==> run_1/cell_classes.png <==
Fill, decap, tap and diode cells in gray.
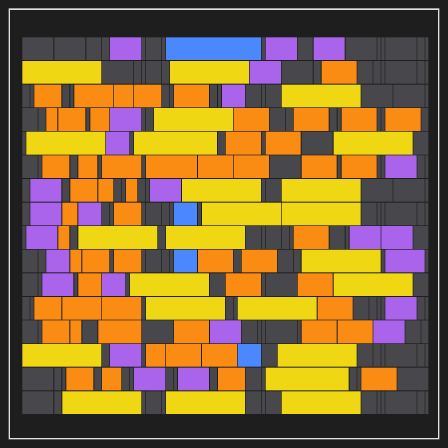
==> run_1/final_placement.png <==
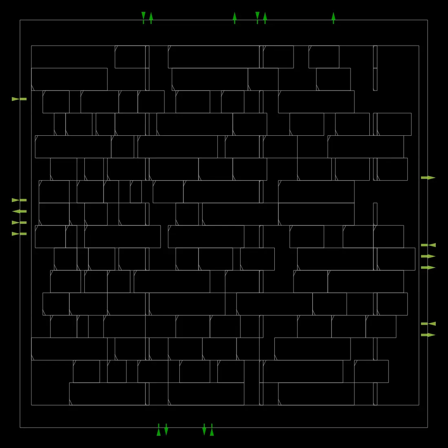
==> run_1/metal_stack.png <==
Scale bar: 10 um. Two of the layers only.
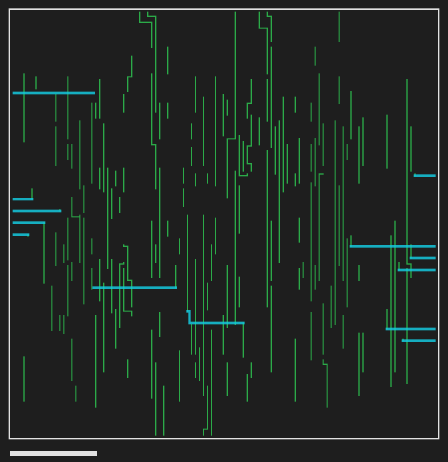
## src/rtl/demux4_buf.sv

```systemverilog
// demux4_buf: steers an input nibble into one of two independent 2-entry
// first-word-fall-through FIFOs (channel A for in_sel = 0, channel B for in_sel = 1).

module demux4_buf_chan #(
   parameter int WIDTH = 4,
   parameter int DEPTH = 2
) (
   input  logic             clk,
   input  logic             rst,
   input  logic             push_i,
   input  logic [WIDTH-1:0] data_i,
   input  logic             pop_req_i,
   output logic [WIDTH-1:0] data_o,
   output logic             valid_o,
   output logic             full_o
);

   logic [WIDTH-1:0] mem_q [2];
   logic [WIDTH-1:0] mem_d [2];
   logic             wr_ptr_q, wr_ptr_d;
   logic             rd_ptr_q, rd_ptr_d;
   logic [1:0]       count_q, count_d;
   logic             push, pop;

   // Both push and pop are qualified here, so count cannot leave 0..DEPTH.
   assign push = push_i && (count_q != 2'(DEPTH));
   assign pop  = pop_req_i && (count_q != 2'd0);

   always_comb begin
      mem_d    = mem_q;
      wr_ptr_d = wr_ptr_q;
      rd_ptr_d = rd_ptr_q;
      count_d  = count_q;
      if (push) begin
         mem_d[wr_ptr_q] = data_i;
         wr_ptr_d        = ~wr_ptr_q;
      end
      if (pop) begin
         rd_ptr_d = ~rd_ptr_q;
      end
      case ({push, pop})
         2'b10:   count_d = count_q + 2'd1;
         2'b01:   count_d = count_q - 2'd1;
         default: count_d = count_q;
      endcase
   end

   always_ff @(posedge clk or posedge rst) begin
      if (rst) begin
         mem_q[0] <= '0;
         mem_q[1] <= '0;
         wr_ptr_q <= 1'b0;
         rd_ptr_q <= 1'b0;
         count_q  <= 2'd0;
      end else begin
         mem_q    <= mem_d;
         wr_ptr_q <= wr_ptr_d;
         rd_ptr_q <= rd_ptr_d;
         count_q  <= count_d;
      end
   end

   // Output is a mux of registers only: nothing from data_i reaches it in the same cycle.
   assign data_o  = mem_q[rd_ptr_q];
   assign valid_o = (count_q != 2'd0);
   assign full_o  = (count_q == 2'(DEPTH));

endmodule

module demux4_buf #(
   parameter int WIDTH = 4,
   parameter int DEPTH = 2   // only 2 is supported
) (
   input  logic             clk,
   input  logic             rst,
   input  logic [WIDTH-1:0] in_data,
   input  logic             in_sel,
   input  logic             in_valid,
   output logic             in_ready,
   output logic [WIDTH-1:0] out_a_data,
   output logic             out_a_valid,
   input  logic             out_a_ready,
   output logic [WIDTH-1:0] out_b_data,
   output logic             out_b_valid,
   input  logic             out_b_ready
);

   // Handshake: a transfer happens on a rising edge where valid and ready are both 1.
   // in_ready reflects only the selected channel's fullness, never the consumer's ready.
   logic full_a, full_b;
   logic push_a, push_b;

   assign in_ready = in_sel ? ~full_b : ~full_a;
   assign push_a   = in_valid && in_ready && !in_sel;
   assign push_b   = in_valid && in_ready &&  in_sel;

   demux4_buf_chan #(.WIDTH(WIDTH), .DEPTH(DEPTH)) u_chan_a (
      .clk       (clk),
      .rst       (rst),
      .push_i    (push_a),
      .data_i    (in_data),
      .pop_req_i (out_a_ready),
      .data_o    (out_a_data),
      .valid_o   (out_a_valid),
      .full_o    (full_a)
   );

   demux4_buf_chan #(.WIDTH(WIDTH), .DEPTH(DEPTH)) u_chan_b (
      .clk       (clk),
      .rst       (rst),
      .push_i    (push_b),
      .data_i    (in_data),
      .pop_req_i (out_b_ready),
      .data_o    (out_b_data),
      .valid_o   (out_b_valid),
      .full_o    (full_b)
   );

endmodule

```

## config.mk

```make
export PLATFORM = sky130hd
export DESIGN_NAME = demux4_buf
export DESIGN_NICKNAME = d
export VERILOG_FILES = /design/src/rtl/demux4_buf.sv
export SDC_FILE = /design/constraint.sdc
export NUM_CORES = 1
export LEC_CHECK = 0
export CORE_UTILIZATION = 50
export DETAILED_ROUTE_END_ITERATION = 12
export PLACE_DENSITY = 0.79
export SKIP_LAST_GASP = 1
export SYNTH_ARGS = -nofsm -noshare
export SYNTH_HDL_FRONTEND = slang
export SYNTH_SLANG_ARGS = --single-unit
```

## constraint.sdc

```tcl
create_clock -name clk -period 1.9 [get_ports clk]
set_input_delay 0.285 -clock clk [delete_from_list [all_inputs] [get_ports clk]]
set_output_delay 0.285 -clock clk [all_outputs]
set_load 0.005 [all_outputs]
```

==> reports/metrics.json, run 1 <==
{
  "routing": {
    "drt-vias-per-instance": 5.178,
    "first_iteration_detailed_routing_drc_count": 1,
    "ant_nets": 0,
    "dr.pass1.iters": 2,
    "drc_errors": 0
  },
  "clock_tree": {
    "clock-sinks": 24,
    "htreeDepth": 1,
    "tritoncts.num_buffers": 3,
    "post_cts_hold_buffer_count": 0,
    "clk_transition_reported_paths_ps": 140,
    "clockRootBuffer": "clkbuf_4",
    "cts_tree": "built",
    "clk-insertion-delay-late_ps": 310,
    "clock_tree_buffer_depth": 2
  },
  "pwr": {
    "power.switching_uw": 703.9,
    "leakage_nw": 0.6221,
    "power_frac_seq_pct": 40.1,
    "power.internal_mw": 1.753,
    "power.clock.fraction_pct": 14.9,
    "power.share.switching_pct": 28.65,
    "power_frac_comb_pct": 45.0,
    "power.ir.vdd_worst_mv": 0.9428,
    "total_power_mw": 2.457,
    "pwr_density_cell_nw_per_um2": 1692
  },
  "floorplan": {
    "io_pins": 21,
    "die_w_um": 49.35,
    "fp-utilization_pct": 54.90,
    "die_h_um": 49.35,
    "fp.dieArea_um2": 2435
  },
  "final_timing": {
    "finalCriticalPeriod_ps": 1849,
    "fin_clk_skew_ps": 15.08,
    "worst_slew_pin_slew_ps": 297.4,
    "report.final.slew_viol_count": 0,
    "layout_worst_path_cycle_share_pct": 97.30,
    "rsz0062_at_grt": "true",
    "finalHoldViolCount": 0,
    "headroom_to_the_max_slew_limit_pct": 80.17,
    "timing.final.setup_violations": 0,
    "timing.fmax_ghz": 0.5409
  },
  "worst_setup_path": {
    "required_ps": 1620,
    "crit_chain": "mux2_2 > clkdlybuf4s50_1",
    "cp-end-kind": "output pin",
    "critPathMaxFanout": 5,
    "timing.critical_path.arrival_ps": 1560,
    "critical-path-max-stage-delay_ps": 450,
    "crit_type": "reg -> out",
    "cp-start-kind": "register",
    "critical_path.slowest_cell": "dfrtp_2"
  },
  "global_route": {
    "grt_max_degree": 25,
    "grt_pass1_vias": 655,
    "antenna_found_initial": 0,
    "grt_pass1_wl_mm": 2.987,
    "globalRouteOverflowTotal": 0
  },
  "finish": {
    "nets": 121,
    "logic_area_um2": 519.2,
    "layout_cells_sized_above_1_pct": 34.26,
    "final_common_cell": "dfrtp_1",
    "most_frequent_cells_in_the_layout": "22 x dfrtp_1, 20 x mux2_2, 19 x clkdlybuf4s50_1, 6 x xnor2_1, 5 x buf_4",
    "nFillCells": 159,
    "final-seq-area_um2": 603.1,
    "syn2layout_area_growth_pct": 29.58,
    "num_antenna_cells": 0
  },
  "logic_synthesis": {
    "netlist.area_leader.share_pct": 53.57,
    "ys_cells": 79,
    "yosys.stat.chipArea_um2": 1121,
    "netlist_area_um2": 1121,
    "synth.area.top_cells": "dfrtp_1 54%, mux2_2 20%, xnor2_1 4.7%",
    "syn_nets": 91,
    "synth_flop_count": 24,
    "ys_seq_share_pct": 53.57,
    "syn_area_per_cell_um2": 14.19,
    "postSynthCellCount": 79,
    "ys_warn_count": 0,
    "post-synth-top-area-cell": "dfrtp_1",
    "synthDistinctLibCells": 21
  },
  "run": {
    "max_cap_violations": 0,
    "warnings": 27
  },
  "hold_path": {
    "timing.hold.worst.class": "in -> async"
  },
  "placed_design": {
    "gp_congestion": 0.7009,
    "place_area_um2": 1370,
    "hpwl_mm": 1.368,
    "numPortBuffers": 20
  },
  "outcome": {
    "run_status": "finished, final reports clean"
  }
}
## Picture notes: cell_classes.png
Orange shows all other logic, cells 55, share of their area 37%. Yellow shows flip-flops, cells 24, share of their area 43%. Blue shows clock drivers and dummy loads, cells 4, share of their area 3.7%. Purple shows other buffers and delay cells, cells 25, share of their area 17%.
Core ar.: 2042 um^2
row cnt: 16
design area: 1453 um^2
sequential cell area share: 41.52%

## Picture notes: final_placement.png
n_taps: 27
final core utilization: 71.14%

## Picture notes: metal_stack.png
Cyan shows met3, wire length 66.7 um. Green shows met2, wire length 927 um.
total routing resource utilization after global routing: 16.86%
final routed wire length divided by cell count: 13.75 um
total wire length after detailed routing: 1.856 mm
overall via count from detail_route: 699

[run 1: power groups by stage]
stage / Combinational (mW) / Sequential, mW / Clock [mW]
after floorplan: 0.652 / 0.940 / 0
after global placement: 1.03 / 0.980 / 0
after detailed placement: 1.06 / 1.00 / 0
after CTS: 1.07 / 0.994 / 0.376
after global routing: 1.20 / 1.02 / 0.396
final: 1.11 / 0.985 / 0.366
[run 1: layout make-up]
cell class                 count  area share (%)
clock buffer                   3           1.550
multi-input combinational     54           35.75
tap                           27           2.326
inverter                       1          0.2584
sequential                    24           41.52
timing repair buffer          25           16.54
clock inverter                 1           2.067
[run 1: routing by layer]
layer / track usage (%) / share of wire [%]
met5: 0 / 0
met4: 7.353 / 1.2
met3: 3.115 / 3.6
met2: 27.17 / 50
met1: 22.04 / 45
[run 1: state kept, by name, summed over array words and instances (netlist names)]
register	flops
u_chan_a.rd_ptr_q	1
u_chan_a.mem_q	8
u_chan_b.wr_ptr_q	1
u_chan_b.rd_ptr_q	1
u_chan_a.count_q	2
u_chan_b.mem_q	8
u_chan_a.wr_ptr_q	1
u_chan_b.count_q	2
[run 1: Yosys cell counts (all sizes together)]
| cell type | instances |
|---|---|
| nand4 | 1 |
| xnor2 | 6 |
| and2 | 2 |
| nand2 | 1 |
| mux2 | 24 |
| nand3 | 1 |
| nand3b | 1 |
| ha | 2 |
| xor2 | 4 |
| dfrtp | 24 |
| or2 | 2 |
| nand4b | 1 |
| nor2b | 1 |
| inv | 1 |
| and4bb | 1 |
| nand2b | 2 |
| a21oi | 1 |
| nor3 | 1 |
| nor2 | 3 |
[run 1: through the flow]
stage | hold slack, ps | worst slack, ps | std cells | utilization [%] | setup TNS (ps)
after detailed placement | 480.2 | 122.6 | 128 | 67.10 | 0
after CTS | 292.1 | 2.131 | 132 | 69.79 | 0
final | 289.3 | 51.28 | 135 | 71.14 | 0
after global routing | 322.8 | -7.468 | 135 | 71.14 | -8.678
after global placement | 468.6 | 161.2 | 128 | 67.10 | 0
after floorplan | 299.6 | 357.9 | 79 | - | 0
[run 1: repair_timing]
action | 4_1_cts | 5_1_grt
resized | 2 | 2
setup endpoints to repair | 5 | 4
buffers inserted | 0 | 3
[run 1: critical path, delay by kind of cell (launching register included)]
kind | cells | cell delay [ps]
DFF | 1 | 450
buffers and inverters | 1 | 440
muxes | 1 | 360
[run 1: cell families after synthesis]
| group | synth area share [%] |
|---|---|
| buffers and inverters | 0.3345 |
| XOR/XNOR | 7.812 |
| multiplexers | 24.11 |
| AND-OR/OR-AND | 0.4460 |
| adder cells (fa/ha/maj) | 2.232 |
| flip-flops | 53.57 |
| AND/OR/NAND/NOR | 11.50 |
[run 1: path summary, 6_finish.rpt]
kind | startpoint | endpoint | slack (ps) | cells past startpoint
max | u_chan_a.rd_ptr_q | out_a_data[1] | 50 | 2
min | rst | u_chan_a.count_q[0] | 290 | 3
max reg2reg | u_chan_a.count_q[1] | u_chan_a.count_q[1] | 290 | 5
min reg2reg | u_chan_b.mem_q[1] | u_chan_b.mem_q[1] | 500 | 1
max in group asynchronous | rst | u_chan_b.rd_ptr_q | 1350 | 3
min in group clk | u_chan_b.mem_q[1] | u_chan_b.mem_q[1] | 500 | 1
==> run 1 -> run 2 <==
==> constraint.sdc (replaced) <==
create_clock -name clk -period 1.9 [get_ports clk]
set_input_delay 0.19 -clock clk [delete_from_list [all_inputs] [get_ports clk]]
set_output_delay 0.19 -clock clk [all_outputs]
set_load 0.005 [all_outputs]
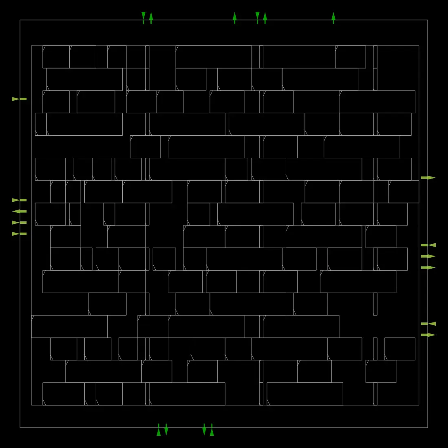
(run_2/final_placement.png)
tally of non-filler cells in the final layout: 131
flop count: 24
final core utilization: 68.50%

==> run 2 against run 1 <==
Effect of this change: first-iteration DRC count grew to 3.0 times the previous value; worst hold slack worse by 160 ps; register-to-register slack got worse by 40 ps; combinational power down 5%; clock-buffer cell count rose by 1; synthesized area unchanged; power fell by 7.0%; cell area fell by 3.7%; flip-flop count unchanged; critical path type unchanged.
==> reports/metrics.json, run 2 <==
{
  "routing": {
    "drc_errors": {"value": 0, "change": "unchanged"},
    "wl_per_cell": {"value": 13.54, "unit": "um", "change": "was 13.75 um"},
    "drt-vias-per-instance": {"value": 5.023, "change": "was 5.178"},
    "overall_via_count_from_detail_route": {"value": 658, "change": "was 699"},
    "totalWireLength": {"value": 1.774, "unit": "mm", "change": "was 1.856 mm"},
    "dr.pass1.iters": {"value": 3, "change": "was 2"}
  },
  "finish": {
    "nFillCells": {"value": 175, "change": "was 159"},
    "num_antenna_cells": {"value": 0, "change": "unchanged"},
    "layout_cells_sized_above_1": {"value": 28.85, "unit": "%", "change": "was 34.26%"},
    "largest_registers": {"value": "u_chan_a.mem_q: 8 flops, u_chan_b.mem_q: 8 flops", "change": "unchanged"},
    "nets": {"value": 117, "change": "was 121"},
    "final_common_cell": {"value": "dfrtp_1", "change": "unchanged"}
  },
  "final_timing": {
    "finalHoldViolCount": {"value": 0, "change": "unchanged"},
    "layout_worst_path_cycle_share": {"value": 94.49, "unit": "%", "change": "was 97.30%"},
    "report.final.slew_viol_count": {"value": 0, "change": "unchanged"},
    "tns": {"value": 0, "unit": "ps", "change": "unchanged"},
    "finalCriticalPeriod": {"value": 1795, "unit": "ps", "change": "was 1849 ps"},
    "headroom_to_the_max_slew_limit": {"value": 78.03, "unit": "%", "change": "was 80.17%"},
    "timing.final.setup_violations": {"value": 0, "change": "unchanged"}
  },
  "worst_setup_path": {
    "crit_type": {"value": "reg -> out", "change": "unchanged"},
    "timing.critical_path.from": {"value": "u_chan_b.rd_ptr_q", "change": "was u_chan_a.rd_ptr_q"},
    "timing.critical_path.arrival": {"value": 1610, "unit": "ps", "change": "was 1560 ps"},
    "cp-end-kind": {"value": "output pin", "change": "unchanged"},
    "cp-start-kind": {"value": "register", "change": "unchanged"},
    "depth_of_the_worst_register_to_register_path": {"value": 5, "change": "unchanged"},
    "critPathMaxFanout": {"value": 5, "change": "unchanged"},
    "required": {"value": 1710, "unit": "ps", "change": "was 1620 ps"}
  },
  "logic_synthesis": {
    "synth.most_common_cell": {"value": "dfrtp_1", "change": "unchanged"},
    "yosys.stat.chipArea": {"value": 1121, "unit": "um^2", "change": "unchanged"},
    "ys_cells": {"value": 79, "change": "unchanged"},
    "synth-edff-count": {"value": 0, "change": "unchanged"},
    "synth_flop_count": {"value": 24, "change": "unchanged"},
    "synth.area.top_cells": {"value": "dfrtp_1 54%, mux2_2 20%, xnor2_1 4.7%", "change": "unchanged"},
    "ys_seq_share": {"value": 53.57, "unit": "%", "change": "unchanged"},
    "syn_area_per_cell": {"value": 14.19, "unit": "um^2", "change": "unchanged"},
    "synth-async-reset-ratio": {"value": 100.0, "unit": "%", "change": "unchanged"},
    "syn_nets": {"value": 91, "change": "unchanged"},
    "synthDistinctLibCells": {"value": 21, "change": "unchanged"},
    "netlist_area": {"value": 1121, "unit": "um^2", "change": "unchanged"}
  },
  "pwr": {
    "total_power": {"value": 2.286, "unit": "mW", "change": "was 2.457 mW"},
    "power.ir.vdd_worst": {"value": 0.9483, "unit": "mV", "change": "was 0.9428 mV"}
  },
  "clock_tree": {
    "post-cts-setup-buffers": {"value": 0, "change": "unchanged"},
    "clockRootBuffer": {"value": "clkbuf_4", "change": "unchanged"},
    "clk-insertion-delay-late": {"value": 300, "unit": "ps", "change": "was 310 ps"},
    "clk_transition_reported_paths": {"value": 120, "unit": "ps", "change": "was 140 ps"},
    "tritoncts.num_buffers": {"value": 3, "change": "unchanged"}
  },
  "placed_design": {
    "gp_congestion": {"value": 0.7072, "change": "was 0.7009"},
    "hpwl": {"value": 1.374, "unit": "mm", "change": "was 1.368 mm"}
  },
  "global_route": {
    "globalRouteTotalUtil": {"value": 16.97, "unit": "%", "change": "was 16.86%"},
    "grt_pass1_vias": {"value": 682, "change": "was 655"}
  },
  "floorplan": {
    "fp-utilization": {"value": 54.90, "unit": "%", "change": "unchanged"},
    "die_w": {"value": 49.35, "unit": "um", "change": "unchanged"},
    "io_pins": {"value": 21, "change": "unchanged"},
    "die_h": {"value": 49.35, "unit": "um", "change": "unchanged"}
  },
  "outcome": {
    "run_status": {"value": "finished, final reports clean", "change": "unchanged"}
  },
  "run": {
    "warnings": {"value": 26, "change": "was 27"}
  }
}
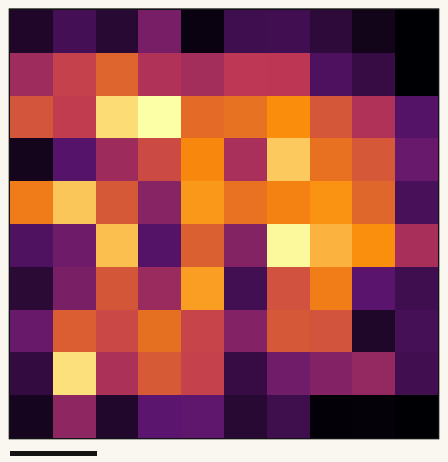
(run_2/wire_density.png)
Scale bar: 10 um. The die is cut into 10 by 10 equal tiles; black is low, pale yellow is high, scaled to the fullest tile. Values are wire area over tile area, all layers added.
41% of the tiles are over half the peak. The emptiest ninth of the die: bottom right. The mean over all tiles is 0.11. The fullest tile reaches 0.26. 5.0% of the tiles are nearly empty.

[run 2: cell counts after synthesis]
No cell type changed its count.
[run 2: critical path: stages (launching register included)]
cell	delay, ps
dfrtp_1	490
mux2_2	360
clkdlybuf4s50_1	450
[run 2: routing by layer]
metal  GRT usage [%]  vias up  share of wire, %
met4           5.882        0              0.68
met5               0        -                 0
met2           26.71       11                48
met3           3.738        2               2.5
met1           22.97      317                49
li1                -      328                 -
[run 2: how the worst min path moves through the flow]
stage / start / endpoint / cells past startpoint / slack [ps]
finish: rst / u_chan_a.wr_ptr_q / 2 / 130
detailed placement: rst / u_chan_a.wr_ptr_q / 2 / 470
floorplan: rst / u_chan_a.count_q[0] / 1 / 200
global route: rst / u_chan_a.wr_ptr_q / 2 / 160
CTS: rst / u_chan_a.wr_ptr_q / 2 / 130
global placement: rst / u_chan_a.wr_ptr_q / 2 / 460
[run 2: stage by stage]
step                      setup slack (ps)  utilization [%]
after detailed placement             229.4            66.73
after global routing                 40.05            68.50
after floorplan                      357.9                -
after CTS                            97.13            68.50
after global placement               246.9            66.73
final                                104.8            68.50
[run 2: report_power, final]
group / internal, mW / switching (mW) / leakage (nW)
combinational: 0.722 / 0.327 / 0.282
clock: 0.117 / 0.139 / 0.0210
sequential: 0.776 / 0.206 / 0.284
[run 2: cell families after synthesis]
| group | after synthesis |
|---|---|
| xor gates and xnor gates | 10 |
| muxes | 24 |
| buffers and inverters | 1 |
| adders and majority gates | 2 |
| DFF | 24 |
| AOI/OAI and AO/OA | 1 |
| and+or+nand+nor | 17 |
[run 2: cell type report]
cell class / instances / area (um^2) / area share, %
Sequential cell: 24 / 600.6 / 42.93
Multi-Input combinational cell: 54 / 516.7 / 36.94
Timing Repair Buffer: 21 / 207.7 / 14.85
Clock buffer: 4 / 36.28 / 2.594
Tap cell: 27 / 33.78 / 2.415
Inverter: 1 / 3.754 / 0.2683
==> run 2 -> run 3 <==
--- a/config.mk
+++ b/config.mk
@@ -5,6 +5,8 @@
 export SDC_FILE = /design/constraint.sdc
 export NUM_CORES = 1
 export LEC_CHECK = 0
+export CORE_ASPECT_RATIO = 0.9
+export CORE_MARGIN = 4
 export CORE_UTILIZATION = 50
 export DETAILED_ROUTE_END_ITERATION = 12
 export PLACE_DENSITY = 0.79
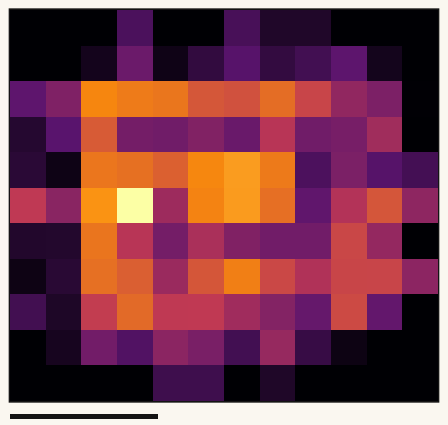
(run_3/wire_density.png)
Scale bar: 20 um. The die is cut into 12 by 11 equal tiles; black is low, pale yellow is high, scaled to the fullest tile. Values are wire area over tile area, all layers added.
The densest ninth of the die: middle. The fullest tile reaches 0.32. The mean over all tiles is 0.097. 21% of the tiles are nearly empty. 27% of the tiles are over half the peak.
overall via count from detail_route: 676
final routed wire length divided by cell count: 14.95 um

==> run 3 against run 2 <==
Effect of this change: combinational power about the same; clock power up 43%; final cell count down 1.5%; first-iteration DRC count rose to 3.7 times the previous value; critical path depth unchanged; worst hold slack better by 68 ps; wire length up 8.7%; critical path type unchanged.
==> reports/metrics.json, run 3 <==
{
  "clock_tree": {
    "clk_transition_reported_paths": {"value": 140, "unit": "ps", "change": "was 120 ps"},
    "clock_tree_buffer_depth": {"value": 2, "change": "unchanged"},
    "clockRootBuffer": {"value": "clkbuf_4", "change": "unchanged"},
    "clock-sinks": {"value": 24, "change": "unchanged"},
    "post-cts-setup-buffers": {"value": 0, "change": "unchanged"},
    "clk-insertion-delay-late": {"value": 320, "unit": "ps", "change": "was 300 ps"},
    "cts_tree": {"value": "built", "change": "unchanged"}
  },
  "routing": {
    "totalWireLength": {"value": 1.928, "unit": "mm", "change": "was 1.774 mm"},
    "drt-vias-per-instance": {"value": 5.240, "change": "was 5.023"},
    "first_iteration_detailed_routing_drc_count": {"value": 11, "change": "was 3"},
    "ant_nets": {"value": 0, "change": "unchanged"},
    "dr.pass1.iters": {"value": 4, "change": "was 3"}
  },
  "final_timing": {
    "finalWorstSetupSlack": {"value": 109.6, "unit": "ps", "change": "was 104.8 ps"},
    "report.final.slew_viol_count": {"value": 0, "change": "unchanged"},
    "timing.final.setup_violations": {"value": 0, "change": "unchanged"},
    "headroom_to_the_max_slew_limit": {"value": 79.77, "unit": "%", "change": "was 78.03%"},
    "timing.fmax": {"value": 0.5585, "unit": "GHz", "change": "was 0.5570 GHz"},
    "finalHoldViolCount": {"value": 0, "change": "unchanged"}
  },
  "placed_design": {
    "place.detailed.instances": {"value": 125, "change": "was 127"},
    "place_area": {"value": 1360, "unit": "um^2", "change": "was 1363 um^2"},
    "hpwl": {"value": 1.477, "unit": "mm", "change": "was 1.374 mm"},
    "numPortBuffers": {"value": 20, "change": "unchanged"}
  },
  "logic_synthesis": {
    "synthDistinctLibCells": {"value": 21, "change": "unchanged"},
    "synth.most_common_cell": {"value": "dfrtp_1", "change": "unchanged"},
    "synth-main-ff-cell": {"value": "dfrtp_1", "change": "unchanged"},
    "synth-async-reset-ratio": {"value": 100.0, "unit": "%", "change": "unchanged"},
    "yosys.stat.chipArea": {"value": 1121, "unit": "um^2", "change": "unchanged"},
    "syn_area_per_cell": {"value": 14.19, "unit": "um^2", "change": "unchanged"},
    "synth-edff-count": {"value": 0, "change": "unchanged"},
    "yosys-top-cells-count": {"value": "24 x dfrtp_1, 20 x mux2_2, 6 x xnor2_1", "change": "unchanged"},
    "netlist.area_leader.share": {"value": 53.57, "unit": "%", "change": "unchanged"},
    "postSynthCellCount": {"value": 79, "change": "unchanged"}
  },
  "finish": {
    "largest_registers": {"value": "u_chan_a.mem_q: 8 flops, u_chan_b.mem_q: 8 flops", "change": "unchanged"},
    "fin_util": {"value": 69.88, "unit": "%", "change": "was 68.50%"}
  },
  "pwr": {
    "power_frac_comb": {"value": 43.9, "unit": "%", "change": "was 45.9%"},
    "power.internal": {"value": 1.717, "unit": "mW", "change": "was 1.614 mW"},
    "power.ir.vdd_worst": {"value": 1.045, "unit": "mV", "change": "was 0.9483 mV"},
    "leakage": {"value": 0.5936, "unit": "nW", "change": "was 0.5866 nW"},
    "power.share.switching": {"value": 29.06, "unit": "%", "change": "was 29.37%"}
  },
  "worst_setup_path": {
    "critical_path.slowest_cell": {"value": "dfrtp_1", "change": "unchanged"},
    "critical-path-max-stage-delay": {"value": 480, "unit": "ps", "change": "was 490 ps"},
    "critPathMaxFanout": {"value": 5, "change": "unchanged"},
    "cp-end-kind": {"value": "output pin", "change": "unchanged"}
  },
  "global_route": {
    "grt.met3_usage": {"value": 5.366, "unit": "%", "change": "was 3.738%"},
    "globalRouteOverflowTotal": {"value": 0, "change": "unchanged"},
    "globalRouteTotalUtil": {"value": 14.84, "unit": "%", "change": "was 16.97%"},
    "busiest_layer": {"value": "met2", "change": "unchanged"},
    "grtUsageMet1": {"value": 17.70, "unit": "%", "change": "was 22.97%"}
  },
  "run": {
    "warnings": {"value": 27, "change": "was 26"}
  },
  "floorplan": {
    "io_pins": {"value": 21, "change": "unchanged"},
    "row_cnt": {"value": 15, "change": "was 16"},
    "fp.dieArea": {"value": 3065, "unit": "um^2", "change": "was 2435 um^2"},
    "die_h": {"value": 52.92, "unit": "um", "change": "was 49.35 um"}
  },
  "hold_path": {
    "timing.hold.worst.class": {"value": "in -> async", "change": "unchanged"}
  },
  "outcome": {
    "run_status": {"value": "finished, final reports clean", "change": "unchanged"}
  }
}
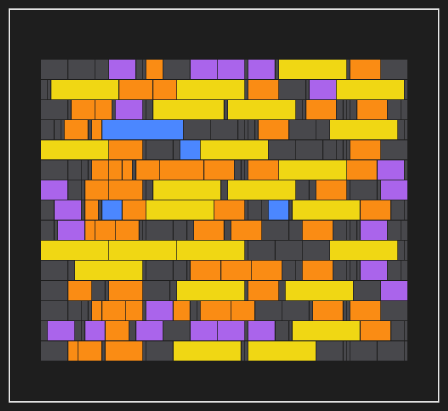
(run_3/cell_classes.png)
Fill, decap, tap and diode cells in gray.
Purple shows other buffers and delay cells, cells 21, share of their area 15%. Orange shows all other logic, cells 55, share of their area 38%. Yellow shows flip-flops, cells 24, share of their area 43%. Blue shows clock drivers and dummy loads, cells 4, share of their area 3.8%.

[run 3: cell counts after synthesis]
No cell type changed its count.
[run 3: per-stage QoR]
step                      total power [mW]  setup TNS (ps)
final                                2.420               0
after global routing                 2.598          -5.148
after CTS                            2.449               0
after detailed placement             2.071               0
after global placement               2.023               0
after floorplan                      1.592               0
[run 3: final timing paths]
kind                       cells after the start  slack (ps)                 from             endpoint
max                                            2         110    u_chan_a.rd_ptr_q        out_a_data[0]
min                                            3         200                  rst    u_chan_a.rd_ptr_q
max reg2reg                                    6         260  u_chan_b.count_q[0]  u_chan_b.count_q[1]
min reg2reg                                    1         500    u_chan_b.mem_q[3]    u_chan_b.mem_q[3]
max in group asynchronous                      3        1440                  rst    u_chan_b.rd_ptr_q
min in group clk                               1         500    u_chan_b.mem_q[3]    u_chan_b.mem_q[3]
[run 3: final cells by class]
| type | instances | area (um^2) |
|---|---|---|
| clock inverter | 1 | 30.03 |
| clock buffer | 3 | 22.52 |
| sequential | 24 | 601.8 |
| multi-input combinational | 54 | 519.2 |
| fill | 136 | 610.6 |
| inverter | 1 | 3.754 |
| timing repair buffer | 21 | 207.7 |
| tap | 25 | 31.28 |
[run 3: power groups by stage]
stage          registers [mW]  clock network, mW  logic [mW]
6_report                0.993              0.366        1.06
5_1_grt                  1.03              0.408        1.16
4_1_cts                 0.990              0.378        1.08
3_5_place_dp             1.00                  0        1.07
3_3_place_gp            0.980                  0        1.04
2_1_floorplan           0.940                  0       0.652
[run 3: metal layers]
metal	up-vias	share of wire (%)
li1	324	-
met1	337	43
met2	13	52
met3	2	4.7
met4	0	0.36
met5	-	0
[run 3: worst reg2reg max path: stages, from the launching register on]
cell and delay, ps:
dfrtp_1 460, or2_2 310, and2_1 180, ha_1 220, xnor2_1 170, nor2_1 70
xor2_1 140
[run 3: timing repair]
item / 4_1_cts / 5_1_grt
hold endpoints to repair: 0 / 0
gates resized: 0 / 2
hold buffers: 0 / 0
endpoints found under the setup margin: 0 / 3
[run 3: logic make-up (layout without fill, tap and decap cells)]
logic type / count (synthesis) / in the layout / share of synthesized area, %
mux: 24 / 24 / 24.11
flops: 24 / 24 / 53.57
simple gates: 17 / 17 / 11.50
xor+xnor: 10 / 10 / 7.812
fa+ha+maj: 2 / 2 / 2.232
compound gates: 1 / 1 / 0.4460
buf+inv: 1 / 26 / 0.3345
Power and IR drop assume default switching activity.
